## config.mk

```make
export PLATFORM = sky130hd
export DESIGN_NAME = reg_serial_reader_flat
export DESIGN_NICKNAME = d
export VERILOG_FILES = /design/src/rtl/reg_serial_reader_if.sv /design/src/rtl/reg_serial_reader.sv /design/src/flat_wrapper.sv
export SDC_FILE = /design/constraint.sdc
export NUM_CORES = 1
export LEC_CHECK = 0
export CORE_MARGIN = 2
export CORE_UTILIZATION = 30
export CTS_CLUSTER_DIAMETER = 150
export DETAILED_ROUTE_END_ITERATION = 8
export PLACE_DENSITY = 0.49
export SLEW_MARGIN = 20
export SYNTH_ARGS = -nofsm -noshare
export SYNTH_HDL_FRONTEND = slang
export SYNTH_SLANG_ARGS = --single-unit
```

## constraint.sdc

```tcl
create_clock -name clk -period 1.6 [get_ports clk]
set_input_delay 0.16 -clock clk [delete_from_list [all_inputs] [get_ports clk]]
set_output_delay 0.16 -clock clk [all_outputs]
set_load 0.01 [all_outputs]
```

## src/rtl/reg_serial_reader_if.sv

```systemverilog
// Handshake bundle between a register-reader requester and reg_serial_reader.
// master: requester/serial consumer side; slave: reg_serial_reader.
interface reg_serial_reader_if #(
  parameter int size = 8
);
  logic            startRd;
  logic [size-1:0] dataInrd;
  logic            serReady;
  logic            serOut;
  logic            serValid;
  logic            serLast;
  logic            busyRd;
  logic            doneRd;

  modport master (
    output startRd, dataInrd, serReady,
    input  serOut, serValid, serLast, busyRd, doneRd
  );

  modport slave (
    input  startRd, dataInrd, serReady,
    output serOut, serValid, serLast, busyRd, doneRd
  );
endinterface

```

## src/rtl/reg_serial_reader.sv

```systemverilog
// Snapshots a register value and streams it MSB first over valid/ready.
// Optional REG_SERIAL_READER_PARITY_EN appends an even-parity bit after the LSB.
module reg_serial_reader #(
  parameter int size = 8,
  parameter int CNTW = 4
) (
  input  logic               clk,
  input  logic               rstn,
  reg_serial_reader_if.slave bus
);

`ifdef REG_SERIAL_READER_PARITY_EN
  localparam int W = size + 1;
`else
  localparam int W = size;
`endif

  typedef enum logic [1:0] {IDLE, SHIFT, DONE} state_t;

  state_t          state, state_nxt;
  logic [W-1:0]    shift_q, shift_nxt;
  logic [CNTW-1:0] cnt_q, cnt_nxt;
  logic [W-1:0]    cap_word;
  logic [CNTW-1:0] cnt_init;

`ifdef REG_SERIAL_READER_PARITY_EN
  assign cap_word = {bus.dataInrd, ^bus.dataInrd};
  assign cnt_init = CNTW'(size);
`else
  assign cap_word = bus.dataInrd;
  assign cnt_init = CNTW'(size - 1);
`endif

  always_ff @(posedge clk or negedge rstn) begin
    if (!rstn) begin
      state   <= IDLE;
      shift_q <= '0;
      cnt_q   <= '0;
    end else begin
      state   <= state_nxt;
      shift_q <= shift_nxt;
      cnt_q   <= cnt_nxt;
    end
  end

  // Outputs decode from state/shift/cnt only, so serReady never reaches them.
  always_comb begin
    state_nxt    = state;
    shift_nxt    = shift_q;
    cnt_nxt      = cnt_q;
    bus.serOut   = shift_q[W-1];
    bus.serValid = 1'b0;
    bus.serLast  = 1'b0;
    bus.busyRd   = 1'b0;
    bus.doneRd   = 1'b0;
    case (state)
      IDLE: begin
        if (bus.startRd) begin
          shift_nxt = cap_word;
          cnt_nxt   = cnt_init;
          state_nxt = SHIFT;
        end
      end
      SHIFT: begin
        bus.serValid = 1'b1;
        bus.busyRd   = 1'b1;
        bus.serLast  = (cnt_q == '0);
        if (bus.serReady) begin
          shift_nxt = {shift_q[W-2:0], 1'b0};
          if (cnt_q == '0) state_nxt = DONE;
          else             cnt_nxt   = cnt_q - CNTW'(1);
        end
      end
      DONE: begin
        bus.busyRd = 1'b1;
        bus.doneRd = 1'b1;
        state_nxt  = IDLE;
      end
      default: state_nxt = IDLE;
    endcase
  end

endmodule

```

## src/flat_wrapper.sv

```systemverilog
// flat-port wrapper written by rule: the top's interface ports become plain ports
module reg_serial_reader_flat 
#(
  parameter int size = 8,
  parameter int CNTW = 4
)
  (clk, rstn, bus_startRd, bus_dataInrd, bus_serReady, bus_serOut, bus_serValid, bus_serLast, bus_busyRd, bus_doneRd);
  reg_serial_reader_if #(.size(size)) bus_i ();
  input  logic clk;
  input  logic rstn;
  input wire logic [$bits(bus_i.startRd)-1:0] bus_startRd;
  input wire logic [$bits(bus_i.dataInrd)-1:0] bus_dataInrd;
  input wire logic [$bits(bus_i.serReady)-1:0] bus_serReady;
  output wire logic [$bits(bus_i.serOut)-1:0] bus_serOut;
  output wire logic [$bits(bus_i.serValid)-1:0] bus_serValid;
  output wire logic [$bits(bus_i.serLast)-1:0] bus_serLast;
  output wire logic [$bits(bus_i.busyRd)-1:0] bus_busyRd;
  output wire logic [$bits(bus_i.doneRd)-1:0] bus_doneRd;
  assign bus_i.startRd = bus_startRd;
  assign bus_i.dataInrd = bus_dataInrd;
  assign bus_i.serReady = bus_serReady;
  assign bus_serOut = bus_i.serOut;
  assign bus_serValid = bus_i.serValid;
  assign bus_serLast = bus_i.serLast;
  assign bus_busyRd = bus_i.busyRd;
  assign bus_doneRd = bus_i.doneRd;
  reg_serial_reader #(.size(size), .CNTW(CNTW)) u_core (.clk(clk), .rstn(rstn), .bus(bus_i));
endmodule
```

Run 1, track usage over the die:
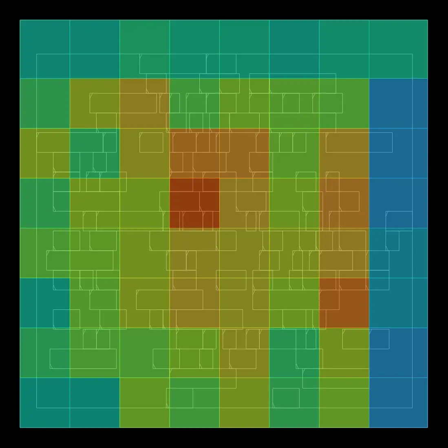
total routing usage reported by global routing: 0.142
grt met2 use: 0.227
Core Util, Final: 0.482
busiest metal layer after global routing: met2
routed length per placed instance: 14.5 um

Run 1, gate-type map:
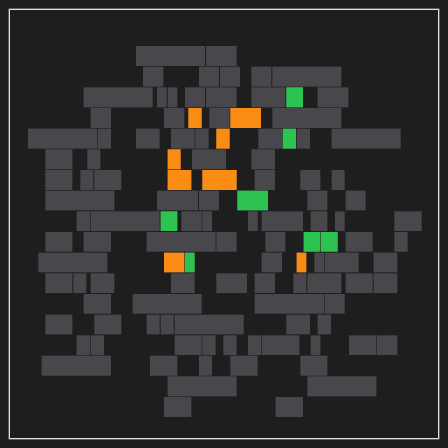
- nor cells: orange (cells 8; most used nor3_1)
- nand cells: green (cells 7)

Run 1, sequential cells coloured by netlist name:
The bar under the picture is 20 um long. Other cells in grey.
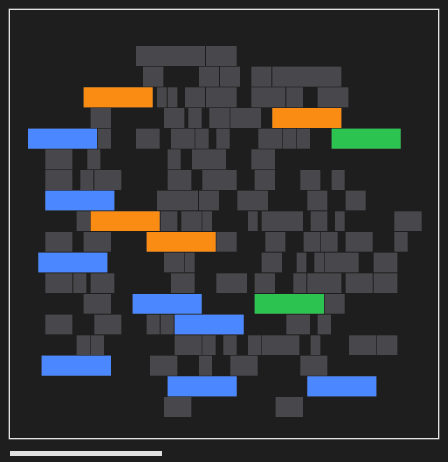
- u_core.shift_q: blue (flops 8)
- u_core.state: green (flops 2)
- u_core.cnt_q: orange (flops 4)

Run 1, cells coloured by class:
The bar under the picture is 20 um long.
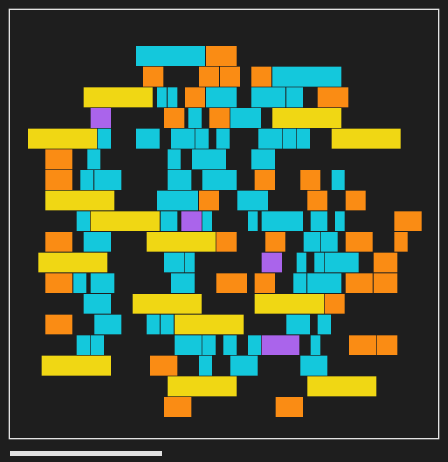
- remaining buffers and delay cells: orange (cells 35; share of their area 26%)
- registers: yellow (cells 14; share of their area 29%)
- clock drivers and dummy loads: purple (cells 4; share of their area 3.0%)
- remaining logic cells: cyan (cells 64; share of their area 42%)

==> Changelog: implementation, run 1 <==
### Implementation results

- Xor/xnor cell area share of the yosys netlist: 0
- Largest area class, layout: combinational gates
- Number of warning messages in the yosys log: 0
- Run status: finished, violations left
- Total number of H-tree levels: 1
- Top register by number of flip-flops: u_core.shift_q
- Maximum vdd drop: ~0.78 mV
- Net Count, Synth: ~100
- Sequential Power Share: 0.289
- Setup CP Type: reg -> out
- Slew HR: 0.797
- Cell area after synthesis: between 800 and 900 um^2
- Violated checks: negative setup slack
- Met2 routed WL: around 1 mm
- Yosys stat chip area: approximately 820 um^2
- Power consumption: about 2.0 mW
- Slowest cell on crit path: dfrtp_1
- Worst setup path startpoint: u_core.cnt_q[0]$_DFFE_PN0P_
- Total number of multi-input combinational cells: roughly 57
- Vias after detailed routing: between 700 and 800
- Number of buffers inserted by port buffering: 16
- Fraction of area in clock buffers and inverters: 0.0296
- Number of endpoints with negative hold slack in the final report: 0
- Clock buf count: 4
- Startpoint of the lowest-slack register-to-register path: u_core.state[0]$_DFFE_PN0P_
- Non-clock buffers: 35
- TritonCTS clock tree: yes
- Buffers plus inverters on the worst setup path: 2
- Post-synth tally of flip-flops with integrated enable: 0
- Total Neg Setup Slack: -0.0264 ns
- Cell type with the highest aggregate area in the netlist: dfrtp_1
- Setup slack after layout: -0.0264 ns
- Commonest register cell after synthesis: dfrtp_1
- Non-filler cells in the finished layout: ~150
- Placement-stage worst setup slack: -0.165 ns
- Max incr delay on CP: 0.40 ns
- Total die area: about 3200 um^2
- Num ports: 17
- Root buffer cell: clkbuf_4
- Arrival time reported for the critical path endpoint: about 1.5 ns
- Core utilization before placement: 0.324
- Final period utilization: 1.02
- Number of slew-limit violations in the final report: 0
- Comb. cell area: between 400 and 500 um^2
- Number of synthesized register bits: 14
- Total congestion overflow after global routing: 0
- Total core area: about 2500 um^2
- Maximum achievable frequency: between 600 and 700 MHz
- Starting DRC count in detailed routing: 5
- Total detailed-routing wirelength: ~2.1 mm
- R2r endpoint: u_core.cnt_q[1]$_DFFE_PN0P_
- Post-route minimum period: about 1.6 ns
- PwrDens: about 1700 nW/um^2
- Worst-case hold slack: around 0.16 ns
- Comb power frac: 0.580
- Share of cell area taken by multi-input logic gates: 0.385
- Cell depth of the worst setup path: 5
- Global-route track usage on met3: 0.0484
- Clk pin slew, worst setup/hold paths: about 0.10 ns
- Uppermost signal routing layer after detailed routing: met4
- Global-route wire length before repair: around 3.5 mm
- Worst Path Required: roughly 1.4 ns
- Critical path fanouts, max: 2
- Largest registers: u_core.shift_q x8, u_core.cnt_q x4, u_core.state x2
- Net Sw Power: ~0.80 mW
- Hold_buf cts: 0
- Number of antenna violations at the first check in global routing: 0
- Setup crit start kind: register
- Tally of filler cells in the layout: roughly 260
- Leading post-synthesis cells by instance count: 17 x a21oi_1, 14 x dfrtp_1, 7 x inv_1, 7 x mux2i_1, 5 x ha_1
- Post-CTS sizing: 10
- Count of flip-flops and latches: 14
- Antenna Nets Post-Route: 0
- Chip height: 56.4 um
- Fraction of final layout cells with drive strength greater than 1: 0.325
- Fin nets: 135
- Most numerous cell in the Yosys netlist: a21oi_1
- Met1 usage: 0.177
- Clock Skew: approximately 0.0062 ns
- Synthesized-area fraction occupied by and/or/nand/nor cells: 0.132
- MUX area fraction: 0.103
- DP Area: approximately 1100 um^2
- Area fraction of the dominant cell type after synthesis: 0.426
- Least-Margin Pin Slew: just over 0.3 ns
- Comb group: between 1 and 1.5 mW
- First-pass iteration count of the detailed router: 3
- Area share of buffers outside the clock network: 0.248
- Post-route design area: approximately 1200 um^2
- Num CTS Buffers: 3
- Biggest combinational cell group after synthesis: AND-OR/OR-AND gates
- Setup violators final: 1
- Routed vias/inst: between 5 and 6
- Cell family with most CP delay: simple AND/OR/NAND/NOR gates
- Power in sequential cells: about 0.59 mW
- Clk Latency, worst-skew pair: 0.29 ns
- Detailed-routing wirelength on met1: approximately 980 um
- Average size of a mapped cell: 10.2 um^2
- Share of synthesized cell area in full adder, half adder and majority cells: 0.0760
- Dpl hpwl: between 1 and 1.5 mm
- Element type at the critical path end: primary output
- Inverters: 7
- Total number of clock tree sinks: 14
- Area growth from synthesis to layout: 49.1%
- Clock Power: ~0.27 mW
- Maxcap violations: 0
- Unrepaired setup endpoints after global routing: true
- Ranking of synthesized cells by area: dfrtp_1 43%, a21oi_1 10%, mux2i_1 8.5%
- List of cells traversed by the critical path: inv_2 -> ha_4 -> or3b_4 -> nor2_4 -> buf_6
- Main power group: combinational cells
- Sequential element share of the synthesized area: 0.426
- Flip-flop count of the largest register, all copies and words added: 8
- Number of cell instances after yosys synthesis: a little over 80
- Buffers inserted by post-CTS timing repair: 1
- Internal power consumption: 1.24 mW
- Cell count after placement: 141
- Setup slack of the most critical reg-to-reg path: ~0.020 ns
- Number of logged tool warnings: 31
- Flop share of the area: 0.285
- Fraction of power consumed by the clock network: 0.132
- Clk buf depth: 2
- Post-route DRC: 0
Run 1, metal layers overlaid:
The bar under the picture is 20 um long. Two of the layers only.
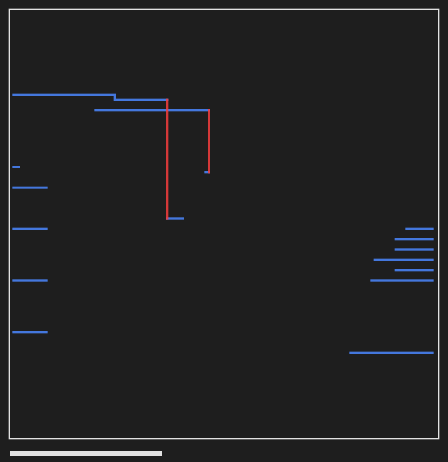

==> run 2: changes to the inputs <==
--- a/config.mk
+++ b/config.mk
@@ -5,6 +5,7 @@
 export SDC_FILE = /design/constraint.sdc
 export NUM_CORES = 1
 export LEC_CHECK = 0
+export ABC_AREA = 1
 export CORE_MARGIN = 2
 export CORE_UTILIZATION = 30
 export CTS_CLUSTER_DIAMETER = 150
@@ -14,3 +15,4 @@
 export SYNTH_ARGS = -nofsm -noshare
 export SYNTH_HDL_FRONTEND = slang
 export SYNTH_SLANG_ARGS = --single-unit
+export TNS_END_PERCENT = 5
Run 2, metal layers overlaid:
The bar under the picture is 20 um long. Two of the layers only.
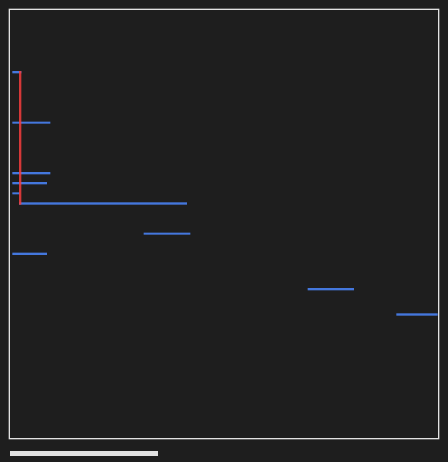
- M3: blue (wire length 59.6 um)
- M4: red (wire length 17.7 um)

Run 2, sequential cells coloured by netlist name:
The bar under the picture is 20 um long. Other cells in grey.
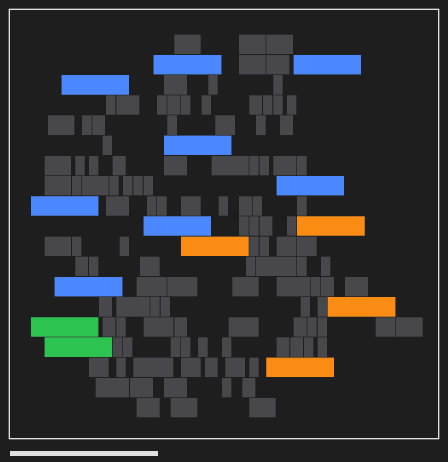
- u_core.shift_q: blue (flops 8)
- u_core.state: green (flops 2)
- u_core.cnt_q: orange (flops 4)

==> run 2 against run 1 <==
The run now ends clean; via count is 6.2% lower; sequential power is 4.7% higher; register-to-register slack better by 0.19 ns; area after synthesis grew 5.0%; final area down 10%; sequential share of layout area is 3.2 points higher; largest cell class unchanged.
==> Changelog: implementation, run 2 <==
### Implementation results

- Number of warning messages in the yosys log: 0 (unchanged)
- Biggest combinational cell group after synthesis: simple AND/OR/NAND/NOR gates
- Core Util, Final: 0.400 (-0.0821)
- Cell count after placement: 156 (+11%)
- Area fraction of the dominant cell type after synthesis: 0.405 (-0.0203)
- Flop share of the area: 0.317 (+0.0320)
- Number of antenna violations at the first check in global routing: 0 (unchanged)
- Count of flip-flops and latches: 14 (unchanged)
- Run status: finished clean
- Clock Power: 0.261 mW (-3%)
- Net Count, Synth: 125 (+28%)
- Setup slack after layout: 0.109 ns (+0.136 ns)
- Main power group: combinational cells
- First-pass iteration count of the detailed router: 4 (+1)
- Total number of multi-input combinational cells: 75 (+32%)
- Comb group: 1.19 mW (about the same)
- MUX area fraction: 0 (-0.103)
- Total Neg Setup Slack: 0 ns (+0.0264 ns)
- Maxcap violations: 0 (unchanged)
- DP Area: 1050 um^2 (-7.0%)
- Buffers plus inverters on the worst setup path: 2 (unchanged)
- Maximum achievable frequency: 671 MHz (+9.1%)
- Total number of clock tree sinks: 14 (unchanged)
- Slowest cell on crit path: dfrtp_1
- Tally of filler cells in the layout: 290 (+10%)
- TritonCTS clock tree: yes
- Fraction of power consumed by the clock network: 0.126 (-0.006)
- Hold_buf cts: 0 (unchanged)
- Setup violators final: 0 (-1)
- Routed length per placed instance: 10.0 um (-31%)
- Unrepaired setup endpoints after global routing: false
- Number of logged tool warnings: 29 (-6.5%)
- Number of cell instances after yosys synthesis: 108 (+33%)
- Setup crit start kind: register
- Post-CTS sizing: 4 (-6)
- List of cells traversed by the critical path: inv_1 -> ha_1 -> dlygate4sd2_1
- Cell type with the highest aggregate area in the netlist: dfrtp_1
- Least-Margin Pin Slew: 0.220 ns (-0.0820 ns)
- Post-route design area: 1100 um^2 (-10%)
- Number of synthesized register bits: 14 (unchanged)
- Total number of H-tree levels: 1 (unchanged)
- Grt met2 use: 0.183 (-0.0434)
- Share of cell area taken by multi-input logic gates: 0.378 (-0.00777)
- Largest area class, layout: combinational gates
- Met1 usage: 0.145 (-0.0317)
- Element type at the critical path end: primary output
- Post-route DRC: 0 (unchanged)
- Max incr delay on CP: 0.39 ns (about the same)
- Power in sequential cells: 0.618 mW (+4.7%)
- Detailed-routing wirelength on met1: 780 um (-21%)
- Flip-flop count of the largest register, all copies and words added: 8 (unchanged)
- Uppermost signal routing layer after detailed routing: met4
- Clock Skew: 0.00132 ns (-0.00483 ns)
- Area share of buffers outside the clock network: 0.178 (-0.0697)
- Share of synthesized cell area in full adder, half adder and majority cells: 0.0724 (-0.00363)
- Setup slack of the most critical reg-to-reg path: 0.21 ns (+0.19 ns)
- Global-route track usage on met3: 0.0335 (-0.0149)
- Post-route minimum period: 1.49 ns (-0.136 ns)
- Chip height: 57.7 um (+2.3%)
- Num CTS Buffers: 3 (unchanged)
- Net Sw Power: 0.918 mW (+15%)
- PwrDens: 1870 nW/um^2 (+12%)
- Cell depth of the worst setup path: 3 (-2)
- Number of slew-limit violations in the final report: 0 (unchanged)
- Met2 routed WL: 767 um (-25%)
- Non-clock buffers: 22 (-37%)
- Core utilization before placement: 0.314 (-0.00998)
- Clk pin slew, worst setup/hold paths: 0.09 ns (about the same)
- Placement-stage worst setup slack: 0.114 ns (+0.278 ns)
- Global-route wire length before repair: 2.91 mm (-16%)
- Average size of a mapped cell: 8.01 um^2 (-21%)
- Slew HR: 0.853 (+0.0560)
- Clk buf depth: 2 (unchanged)
- Comb. cell area: 417 um^2 (-12%)
- Worst Path Required: 1.44 ns (about the same)
- Startpoint of the lowest-slack register-to-register path: u_core.state[1]$_DFFE_PN0P_
- Total routing usage reported by global routing: 0.117 (-0.0253)
- Largest registers: u_core.shift_q x8, u_core.cnt_q x4, u_core.state x2
- Top register by number of flip-flops: u_core.shift_q
- Comb power frac: 0.575 (-0.005)
- Total congestion overflow after global routing: 0 (unchanged)
- Yosys stat chip area: 865 um^2 (+5.0%)
- Num ports: 17 (unchanged)
- Clock buf count: 4 (unchanged)
- Maximum vdd drop: 0.948 mV (+21%)
- Internal power consumption: 1.15 mW (-7.5%)
- Root buffer cell: clkbuf_4
Run 2, cells coloured by class:
The bar under the picture is 20 um long.
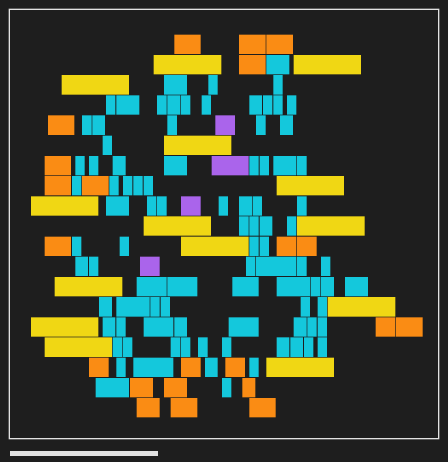

==> run 3: changes to the inputs <==
--- a/config.mk
+++ b/config.mk
@@ -10,8 +10,8 @@
 export CORE_UTILIZATION = 30
 export CTS_CLUSTER_DIAMETER = 150
 export DETAILED_ROUTE_END_ITERATION = 8
-export PLACE_DENSITY = 0.49
-export SLEW_MARGIN = 20
+export PLACE_DENSITY = 0.47
+export SLEW_MARGIN = 25
 export SYNTH_ARGS = -nofsm -noshare
 export SYNTH_HDL_FRONTEND = slang
 export SYNTH_SLANG_ARGS = --single-unit
==> constraint.sdc (replaced) <==
create_clock -name clk -period 1.4 [get_ports clk]
set_input_delay 0.14 -clock clk [delete_from_list [all_inputs] [get_ports clk]]
set_output_delay 0.14 -clock clk [all_outputs]
set_load 0.01 [all_outputs]
Run 3, cells coloured by class:
The bar under the picture is 20 um long.
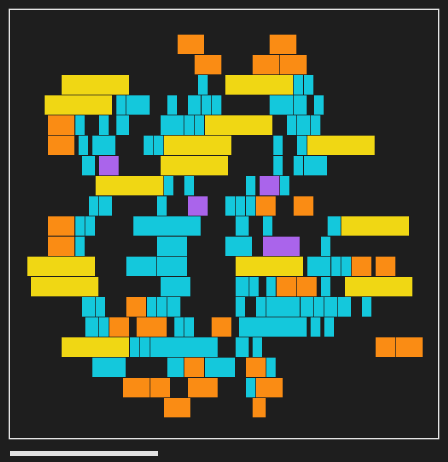
- remaining logic cells: cyan (cells 91; share of their area 45%)
- remaining buffers and delay cells: orange (cells 29; share of their area 22%)
- clock drivers and dummy loads: purple (cells 4; share of their area 3.1%)
- registers: yellow (cells 14; share of their area 30%)

==> run 3 against run 2 <==
Area after synthesis unchanged; global-route usage barely moved; clock skew rose by 0.0045 ns; sequential power up 14%; wire length increased by 6.4%; combinational power grew 41%; clock power grew 11%; utilization rose by 3.5 points; total power increased by 29%; first-iteration DRC count decreased by 65%; critical path depth unchanged.
==> Changelog: implementation, run 3 <==
### Implementation results

- Total congestion overflow after global routing: 0 (unchanged)
- Main power group: combinational cells
- Internal power consumption: 1.52 mW (+32%)
- Chip height: 57.7 um (unchanged)
- Startpoint of the lowest-slack register-to-register path: u_core.state[0]$_DFFE_PN0P_
- Comb. cell area: 452 um^2 (+8.4%)
- Yosys stat chip area: 865 um^2 (unchanged)
- Buffers plus inverters on the worst setup path: 2 (unchanged)
- Net Sw Power: 1.15 mW (+25%)
- Clk buf depth: 2 (unchanged)
- Biggest combinational cell group after synthesis: simple AND/OR/NAND/NOR gates
- Area fraction of the dominant cell type after synthesis: 0.405 (unchanged)
- Maxcap violations: 0 (unchanged)
- Comb group: 1.68 mW (+41%)
- Fraction of power consumed by the clock network: 0.109 (-0.017)
- Number of antenna violations at the first check in global routing: 0 (unchanged)
- Area share of buffers outside the clock network: 0.213 (+0.0347)
- Total number of multi-input combinational cells: 75 (unchanged)
- Placement-stage worst setup slack: -0.0411 ns (-0.155 ns)
- Core utilization before placement: 0.314 (unchanged)
- Grt met2 use: 0.182 (-0.00162)
- Detailed-routing wirelength on met1: 828 um (+6.2%)
- Number of slew-limit violations in the final report: 0 (unchanged)
- Global-route wire length before repair: 2.95 mm (+1.4%)
- Setup slack of the most critical reg-to-reg path: 0.02 ns (-0.19 ns)
- PwrDens: 2230 nW/um^2 (+19%)
- Comb power frac: 0.628 (+0.053)
- Root buffer cell: clkbuf_4
- Net Count, Synth: 125 (unchanged)
- Cell count after placement: 164 (+5.1%)
- DP Area: 1110 um^2 (+5.7%)
- Uppermost signal routing layer after detailed routing: met4
- Slew HR: 0.858 (+0.00466)
- Max incr delay on CP: 0.43 ns (+0.04 ns)
- Share of cell area taken by multi-input logic gates: 0.376 (-0.00112)
- Clock buf count: 4 (unchanged)
- Setup slack after layout: 0.00534 ns (-0.104 ns)
- First-pass iteration count of the detailed router: 4 (unchanged)
- Share of synthesized cell area in full adder, half adder and majority cells: 0.0724 (unchanged)
- Cell depth of the worst setup path: 3 (unchanged)
- Least-Margin Pin Slew: 0.213 ns (-0.00699 ns)
- Core Util, Final: 0.435 (+0.0349)
- Post-CTS sizing: 14 (+10)
- Num ports: 17 (unchanged)
- Flip-flop count of the largest register, all copies and words added: 8 (unchanged)
- Global-route track usage on met3: 0.0402 (+0.00670)
- Hold_buf cts: 0 (unchanged)
- Worst-case hold slack: between 0.15 and 0.2 ns
- Setup violators final: 0 (unchanged)
- Maximum achievable frequency: ~700 MHz
- Met2 routed WL: 829 um (+8.1%)
- Clock Skew: 0.00587 ns (+0.00455 ns)
- Total number of clock tree sinks: 14 (unchanged)
- Run status: finished clean
- Power in sequential cells: 0.703 mW (+14%)
- List of cells traversed by the critical path: inv_1 -> ha_1 -> clkdlybuf4s15_1
- Tally of filler cells in the layout: 282 (-2.8%)
- Unrepaired setup endpoints after global routing: true
- Top register by number of flip-flops: u_core.shift_q
- Post-route design area: 1200 um^2 (+8.7%)
- Number of synthesized register bits: 14 (unchanged)
- Number of logged tool warnings: 31 (+6.9%)
- Setup crit start kind: register
- Number of cell instances after yosys synthesis: 108 (unchanged)
- Count of flip-flops and latches: 14 (unchanged)
- Post-route minimum period: between 1 and 1.5 ns
- MUX area fraction: 0 (unchanged)
- Clk pin slew, worst setup/hold paths: 0.09 ns (about the same)
- Total routing usage reported by global routing: 0.116 (-0.000414)
- Post-route DRC: 0 (unchanged)
- Non-clock buffers: 29 (+32%)
- Sequential cell area: about 350 um^2
- Num CTS Buffers: 3 (unchanged)
- Worst Path Required: 1.26 ns (-0.18 ns)
- Element type at the critical path end: primary output
- Slowest cell on crit path: dfrtp_1
- Met1 usage: 0.150 (+0.00445)
- Flop share of the area: 0.292 (-0.0255)
Run 3, gate-type map:
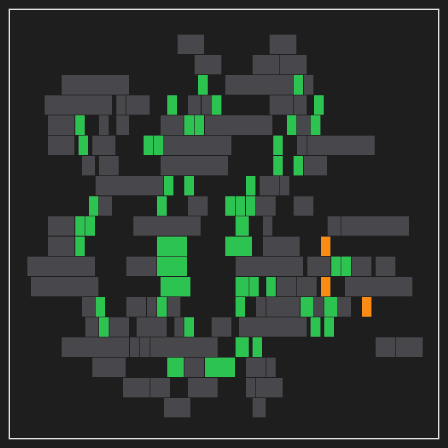
- nand cells: green (cells 50; most used nand2_1)
- nor cells: orange (cells 3; most used nor2_1)

Power is estimated from default activity; no workload was simulated.
